===== src/rtl/lut_truth_table_reader.sv =====
// Truth-table readback engine for one LUT neuron: sweeps every input code, packs the
// responses LSB-first into WORD_W-bit words and streams them out over valid/ready.
module lut_truth_table_reader #(
  parameter int unsigned IN_BITS  = 8,
  parameter int unsigned OUT_BITS = 1,
  parameter int unsigned WORD_W   = 32,
  parameter int unsigned LUT_LAT  = 0
) (
  input  logic                clk,
  input  logic                rst,
  input  logic                start,
  output logic [IN_BITS-1:0]  lut_in,
  input  logic [OUT_BITS-1:0] lut_out,
  output logic [WORD_W-1:0]   m_data,
  output logic                m_valid,
  input  logic                m_ready,
  output logic                m_last,
  output logic                busy,
  output logic                done
);

  localparam int unsigned ENTRIES = 1 << IN_BITS;
  localparam int unsigned EPW     = WORD_W / OUT_BITS;
  localparam int unsigned NWORDS  = (ENTRIES * OUT_BITS + WORD_W - 1) / WORD_W;
  localparam int unsigned SlotW   = (EPW > 1) ? $clog2(EPW) : 1;
  localparam int unsigned WordW   = (NWORDS > 1) ? $clog2(NWORDS) : 1;
  localparam int unsigned LatW    = (LUT_LAT > 0) ? $clog2(LUT_LAT + 1) : 1;

  localparam logic [IN_BITS:0] LastCode = (IN_BITS + 1)'(ENTRIES - 1);
  localparam logic [SlotW-1:0] LastSlot = SlotW'(EPW - 1);
  localparam logic [WordW-1:0] LastWord = WordW'(NWORDS - 1);
  localparam logic [LatW-1:0]  LastLat  = LatW'(LUT_LAT);

  typedef enum logic [1:0] {StIdle, StSweep, StHold, StDone} state_e;

  state_e              state_q, state_d;
  logic [IN_BITS:0]    code_q, code_d;
  logic [IN_BITS-1:0]  lut_in_q, lut_in_d;
  logic [SlotW-1:0]    slot_q, slot_d;
  logic [WordW-1:0]    word_q, word_d;
  logic [LatW-1:0]     lat_q, lat_d;
  logic [WORD_W-1:0]   buf_q, buf_d;

  always_ff @(posedge clk) begin
    if (rst) begin
      state_q  <= StIdle;
      code_q   <= '0;
      lut_in_q <= '0;
      slot_q   <= '0;
      word_q   <= '0;
      lat_q    <= '0;
      buf_q    <= '0;
    end else begin
      state_q  <= state_d;
      code_q   <= code_d;
      lut_in_q <= lut_in_d;
      slot_q   <= slot_d;
      word_q   <= word_d;
      lat_q    <= lat_d;
      buf_q    <= buf_d;
    end
  end

  always_comb begin
    state_d  = state_q;
    code_d   = code_q;
    lut_in_d = lut_in_q;
    slot_d   = slot_q;
    word_d   = word_q;
    lat_d    = lat_q;
    buf_d    = buf_q;
    unique case (state_q)
      StIdle: begin
        if (start) begin
          state_d  = StSweep;
          code_d   = '0;
          lut_in_d = '0;
          slot_d   = '0;
          word_d   = '0;
          lat_d    = '0;
          buf_d    = '0;
        end
      end
      StSweep: begin
        if (lat_q == LastLat) begin
          // Sample on the last cycle the code has been held.
          lat_d = '0;
          buf_d[int'(slot_q) * OUT_BITS +: OUT_BITS] = lut_out;
          code_d = code_q + (IN_BITS + 1)'(1);
          if (slot_q == LastSlot || code_q == LastCode) begin
            state_d = StHold;
          end else begin
            slot_d   = slot_q + SlotW'(1);
            lut_in_d = code_d[IN_BITS-1:0];
          end
        end else begin
          lat_d = lat_q + LatW'(1);
        end
      end
      StHold: begin
        if (m_ready) begin
          buf_d  = '0;
          slot_d = '0;
          if (word_q == LastWord) begin
            state_d = StDone;
          end else begin
            state_d  = StSweep;
            word_d   = word_q + WordW'(1);
            lut_in_d = code_q[IN_BITS-1:0];
          end
        end
      end
      StDone: begin
        state_d = StIdle;
        code_d  = '0;
        word_d  = '0;
      end
      default: state_d = StIdle;
    endcase
  end

  assign lut_in  = lut_in_q;
  assign m_data  = buf_q;
  assign m_valid = (state_q == StHold);
  assign m_last  = (state_q == StHold) && (word_q == LastWord);
  assign busy    = (state_q == StSweep) || (state_q == StHold);
  assign done    = (state_q == StDone);

endmodule


===== config.mk =====
export PLATFORM = sky130hd
export DESIGN_NAME = lut_truth_table_reader
export DESIGN_NICKNAME = d
export VERILOG_FILES = /design/src/rtl/lut_truth_table_reader.sv
export SDC_FILE = /design/constraint.sdc
export NUM_CORES = 1
export LEC_CHECK = 0
export CAP_MARGIN = 25
export CORE_ASPECT_RATIO = 1.1
export CORE_MARGIN = 2
export CORE_UTILIZATION = 48
export CTS_CLUSTER_SIZE = 12
export DETAILED_ROUTE_END_ITERATION = 16
export GPL_TIMING_DRIVEN = 0
export MAX_ROUTING_LAYER = met4
export PLACE_DENSITY_LB_ADDON = 0.05
export SETUP_SLACK_MARGIN = 0.3
export SYNTH_ARGS = -nofsm -noshare
export SYNTH_HDL_FRONTEND = slang
export SYNTH_SLANG_ARGS = --single-unit

===== constraint.sdc =====
create_clock -name clk -period 2.52 [get_ports clk]
set_clock_uncertainty 0.05 [all_clocks]
set_input_delay 0.378 -clock clk [delete_from_list [all_inputs] [get_ports clk]]
set_output_delay 0.378 -clock clk [all_outputs]
set_load 0.05 [all_outputs]

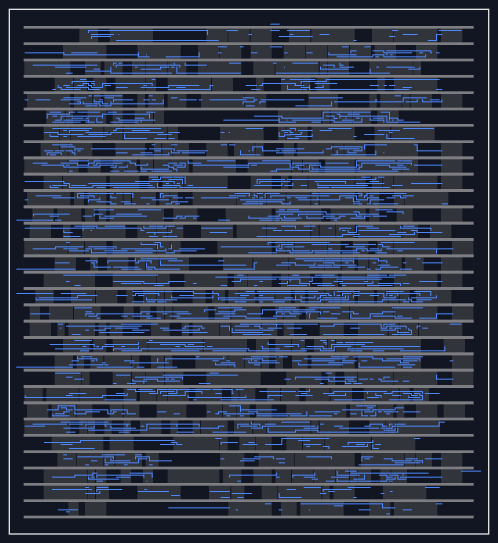
(run_1/layer_met1.png)
(6 px per micron) Supply wires on this layer in grey.
- main direction: horizontal
- wire length on this layer: 3640 microns
- longest straight run: 29.9 microns

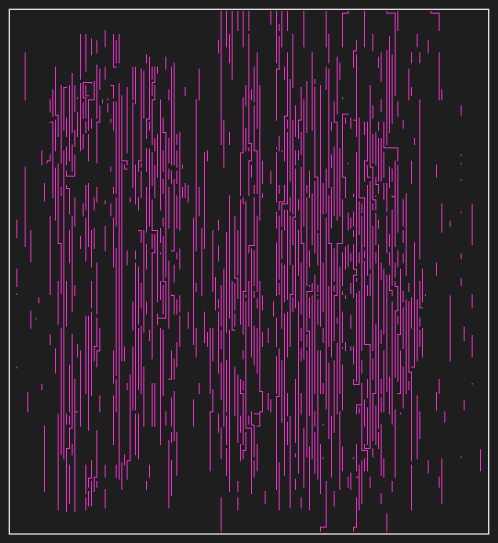
(run_1/layer_met2.png)
(6 px per micron)
- wire length on this layer: 4590 microns
- nets with wire on the layer: 391
- main direction: vertical
- share of all routed wire: 52%
- longest straight run: 66.0 microns

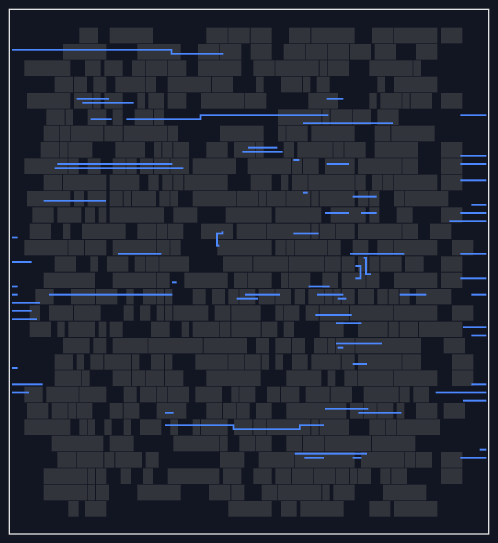
(run_1/layer_met3.png)
(6 px per micron)
- main direction: horizontal
- share of all routed wire: 4.7%
- longest straight run: 26.4 microns
- nets with wire on the layer: 57

==> results_slide.txt, run 1 <==
Synthesis and Place & Route Summary

Status
  • Outcome: completed

Final layout
  • Comb area share: 46.5%
  • Seq/total area: 26.7%
  • Fin nets: 447
  • Clk_buf instances: 12
  • Design area: 4460 sq um
  • Biggest Area Class: logic gates
  • ClkCell Share: 4.57%
  • Top Layout Cells: dfxtp_1 (54), clkdlybuf4s50_1 (44), nand2_1 (29), buf_4 (28)
  • Antenna Diode Count: 0
  • Sequential Area: 1190 sq um
  • Commonest non-fill, non-tap cell in the layout: dfxtp_1
  • Max reg flops: 32
  • Sequential cell count: 59
  • Multi-input gates: 251
  • NonClk Buf Share: 18.9%
  • Final core occ: 73.0%
  • Finished Layout Cells: 513
  • Layout cells sized above 1: 28.6%
  • Number of non-clock buffers: 95
  • Logic area: 2080 sq um

Timing
  • Slew Limit Headroom: 57.6%
  • Tmin final: 2.27 ns
  • Fmax: 0.441 GHz
  • Final-report hold violation count: 0
  • Final Max Slew Viols: 0
  • Number of setup violations in the final report: 0
  • Worst Max-Slew Pin Slew: 0.633 ns
  • Final worst path period share: 90.0%
  • Final WS setup: 0.253 ns
  • WHS: 0.414 ns
  • Setup_tns: 0 ns
  • RSZ-0062 raised after global routing: yes

Clock network
  • Post-CTS setup buffer count: 14
  • Clock Pin Slew Worst Setup and Hold Paths: 0.06 ns
  • Clk Latency, worst-skew pair: 0.35 ns
  • CTS tree: built
  • Cts hold-fix bufs: 0
  • CTS Buffer Depth: 2
  • CTS Root Buffer Type: clkbuf_8
  • Max H-tree Level: 3
  • # clock sinks: 59

Power
  • Pwr/cell area: 793 nW/um^2
  • Internal cell power: 2080 uW
  • Clock group total power: 904 uW
  • Switching part of the total: 41.1%
  • Flop pwr share: 28.7%
  • Maximum vdd drop: 715 uV
  • Sw power: 1450 uW
  • Clock share of power: 25.6%
  • Overall power: 3540 uW
  • Combinational power share: 45.8%
  • Leak: 0.00159 uW
  • Seq. pwr: 1010 uW

Routing
  • Vias: 3047
  • DRT Wirelength: 8850 microns
  • DR DRC count: 0
  • Post-route ant nets: 0
  • Vias/cell: 5.94
  • Drt wl/cell: 17.2 microns
  • Drt first pass iters: 5
  • Starting DRT DRC Count: 192
  • Met3 Wirelength: 416 microns
  • Metal-1 WL: 3640 microns
  • Met2 WL: 4590 microns

Place
  • Place WS: -0.0553 ns
  • Post-DP Area: 3670 sq um
  • Routability Congestion: 0.849
  • Placed insts: 469
  • Port Buf Inserts: 48
  • Post-DP HPWL: 5710 microns

Setup path
  • Worst R2R Path Depth: 10
  • CP delay by family, top: simple AND/OR/NAND/NOR gates
  • Setup crit end: m_data[0]
  • Worst path required time: 2.76 ns
  • CP Cell Sequence: buf_6, inv_6, ha_4, nand2b_4, nor2_4, ha_4, or4b_4, nor4_4, mux2_4, nor2_2
  • Worst Setup SP: slot_q[0]
  • Crit-path most repeated cell: ha_4
  • CP Depth: 10
  • Critical R2R Launch: slot_q[0]
  • Highest cell delay on the worst timing path: 0.48 ns
  • Register-to-register setup slack: 0.25 ns
  • Crit path buffers/inverters: 2
  • CP Class: flop to flop
  • Reg2reg end: m_data[0]
  • CP startpoint kind: flop
  • Critical path's slowest cell: or4b_4
  • CP Max Fanout: 5
  • Critical Path AT: 2.50 ns
  • Critical path endpoint category: flop

Synth
  • Post-synthesis compound-gate area fraction: 22.8%
  • Simple-Gate Fraction of Synth Area: 23.8%
  • Floorplan Nets: 360
  • Yosys Instances: 341
  • Mapped Area: 3020 sq um
  • Async SR Flop Fraction: 0%
  • Cells after Synth: 341
  • Commonest register cell after synthesis: dfxtp_1
  • Cell Type Count: 52
  • Registers, synthesis: 59
  • Post-synth top area cell: dfxtp_1
  • Post-synth EDFFs: 0
  • Commonest cells post-synth: dfxtp_1 (59), nand2_1 (30), nor2_1 (23), nand3_1 (18), o21ai_0 (16)
  • Top cells by area: dfxtp_1 (39%), ha_1 (5.8%), a32o_1 (4.3%), nand2_1 (3.7%), nand3_1 (3.0%)
  • Avg Inst Size Synth: 8.86 sq um
  • Top comb family, area: simple AND/OR/NAND/NOR gates
  • Mux frac, synth: 2.36%
  • Synth Area in Adders: 5.80%
  • Xor and xnor area share after synthesis: 1.66%
  • Synth Seq Share: 39.1%
  • Synth warn: 0
  • Most numerous cell in the Yosys netlist: dfxtp_1

Worst hold path
  • Hold path endpoint: code_q[8]
  • Hold Path Stages: 2
  • Critical hold path startpoint: code_q[8]
  • Worst Hold Class: flop to flop

Global routing
  • GRT busiest layer: met2
  • Largest net degree at the start of global routing: 11
  • First-pass GRT wire length: 13700 microns
  • Grt met3 use: 6.43%
  • Met1 GRT Util: 30.5%
  • GR Util met2: 43.9%
  • GRT Total Usage: 26.1%
  • Antenna violations before repair: 0
  • Global route overflow: 0

Job
  • # Max-Cap Violations: 0
  • OpenROAD warnings: 34

Floorplanning
  • Pre-Place Util: 49.4%
  • # IOs: 49
  • Die y size: 87.2 microns
  • Die Footprint: 6950 sq um
  • Row cnt: 30
  • Tap cells: 80
  • Total core area: 6120 sq um
==> run 2, diff against run 1 <==
--- a/config.mk
+++ b/config.mk
@@ -9,12 +9,14 @@
 export CORE_ASPECT_RATIO = 1.1
 export CORE_MARGIN = 2
 export CORE_UTILIZATION = 48
+export CTS_CLUSTER_DIAMETER = 60
 export CTS_CLUSTER_SIZE = 12
 export DETAILED_ROUTE_END_ITERATION = 16
 export GPL_TIMING_DRIVEN = 0
 export MAX_ROUTING_LAYER = met4
 export PLACE_DENSITY_LB_ADDON = 0.05
 export SETUP_SLACK_MARGIN = 0.3
+export SLEW_MARGIN = 0
 export SYNTH_ARGS = -nofsm -noshare
 export SYNTH_HDL_FRONTEND = slang
 export SYNTH_SLANG_ARGS = --single-unit
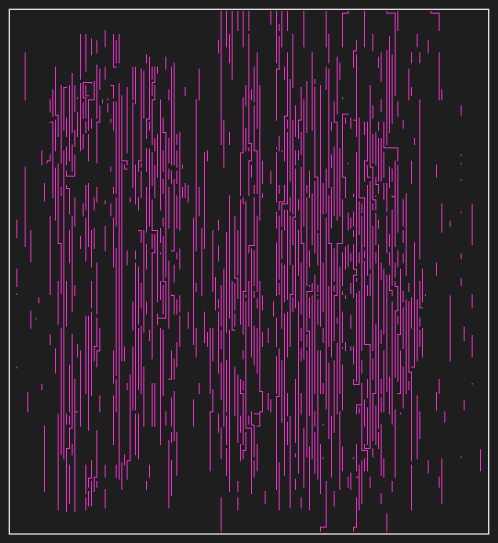
(run_2/layer_met2.png)
(6 px per micron)
- nets with wire on the layer: 391
- main direction: vertical
- share of all routed wire: 52%
- wire length on this layer: 4590 microns

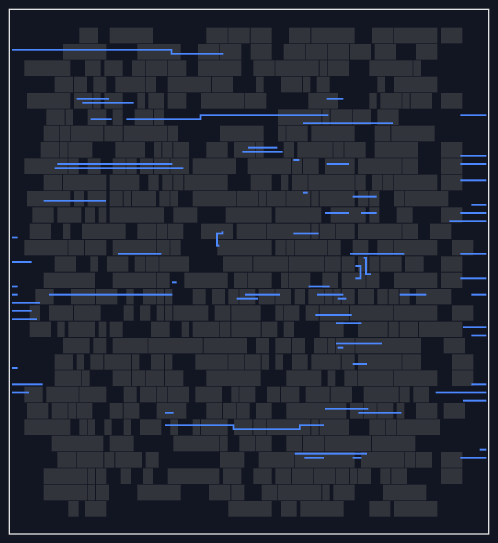
(run_2/layer_met3.png)
(6 px per micron)
- longest straight run: 26.4 microns
- wire length on this layer: 416 microns
- share of all routed wire: 4.7%
- nets with wire on the layer: 57
- main direction: horizontal

==> results_slide.txt, run 2 <==
Synthesis and Place & Route Summary

Clock network
  • CTS tree: built
  • # clock sinks: 59 (unchanged)
  • Cts hold-fix bufs: 0 (unchanged)

Place
  • Post-DP Area: 3670 sq um (unchanged)
  • Placed insts: 469 (unchanged)
  • Port Buf Inserts: 48 (unchanged)

Floorplanning
  • Pre-Place Util: 49.4% (unchanged)
  • Tap cells: 80 (unchanged)
  • Total core area: 6120 sq um (unchanged)

Synth
  • Async SR Flop Fraction: 0% (unchanged)
  • Floorplan Nets: 360 (unchanged)
  • Top comb family, area: simple AND/OR/NAND/NOR gates
  • Synth Seq Share: 39.1% (unchanged)
  • Post-synth EDFFs: 0 (unchanged)
  • Yosys Instances: 341 (unchanged)
  • Registers, synthesis: 59 (unchanged)
  • Post-synth top area cell: dfxtp_1
  • Post-synthesis compound-gate area fraction: 22.8% (unchanged)
  • Avg Inst Size Synth: 8.86 sq um (unchanged)

Final layout
  • Biggest Area Class: logic gates
  • Top Layout Cells: dfxtp_1 (54), clkdlybuf4s50_1 (44), nand2_1 (29), buf_4 (28)
  • Sequential Area: 1190 sq um (unchanged)
  • Commonest non-fill, non-tap cell in the layout: dfxtp_1
  • Design area: 4460 sq um (unchanged)
  • Max reg flops: 32 (unchanged)
  • Layout cells sized above 1: 28.6% (unchanged)
  • Finished Layout Cells: 513 (unchanged)
  • Clk_buf instances: 12 (unchanged)

Power
  • Clock share of power: 25.6% (about the same)
  • Leak: 0.00159 uW (unchanged)
  • Sw power: 1450 uW (unchanged)
  • Overall power: 3540 uW (unchanged)
  • Internal cell power: 2080 uW (unchanged)

Global routing
  • Global route overflow: 0 (unchanged)
  • Met1 GRT Util: 30.5% (unchanged)
  • Antenna violations before repair: 0 (unchanged)
  • First-pass GRT wire length: 13700 microns (unchanged)

Setup path
  • Register-to-register setup slack: 0.25 ns (about the same)
  • Setup crit end: m_data[0]
  • CP startpoint kind: flop
  • CP Max Fanout: 5 (unchanged)
  • Critical path endpoint category: flop
  • Worst Setup SP: slot_q[0]
  • Crit-path most repeated cell: ha_4
  • Worst R2R Path Depth: 10 (unchanged)
  • Critical Path AT: 2.50 ns (about the same)
  • Worst path required time: 2.76 ns (about the same)

Routing
  • Drt first pass iters: 5 (unchanged)
  • Vias: 3047 (unchanged)
  • Met3 Wirelength: 416 microns (unchanged)
  • Drt wl/cell: 17.2 microns (unchanged)
  • Metal-1 WL: 3640 microns (unchanged)
  • Post-route ant nets: 0 (unchanged)

Worst hold path
  • Worst Hold Class: flop to flop

Timing
  • RSZ-0062 raised after global routing: yes
  • Tmin final: 2.27 ns (unchanged)
  • Final worst path period share: 90.0% (unchanged)
  • Final Max Slew Viols: 0 (unchanged)

Status
  • Outcome: completed

Job
  • OpenROAD warnings: 34 (unchanged)
No activity file was given, so power comes from the tool's default toggle rates.
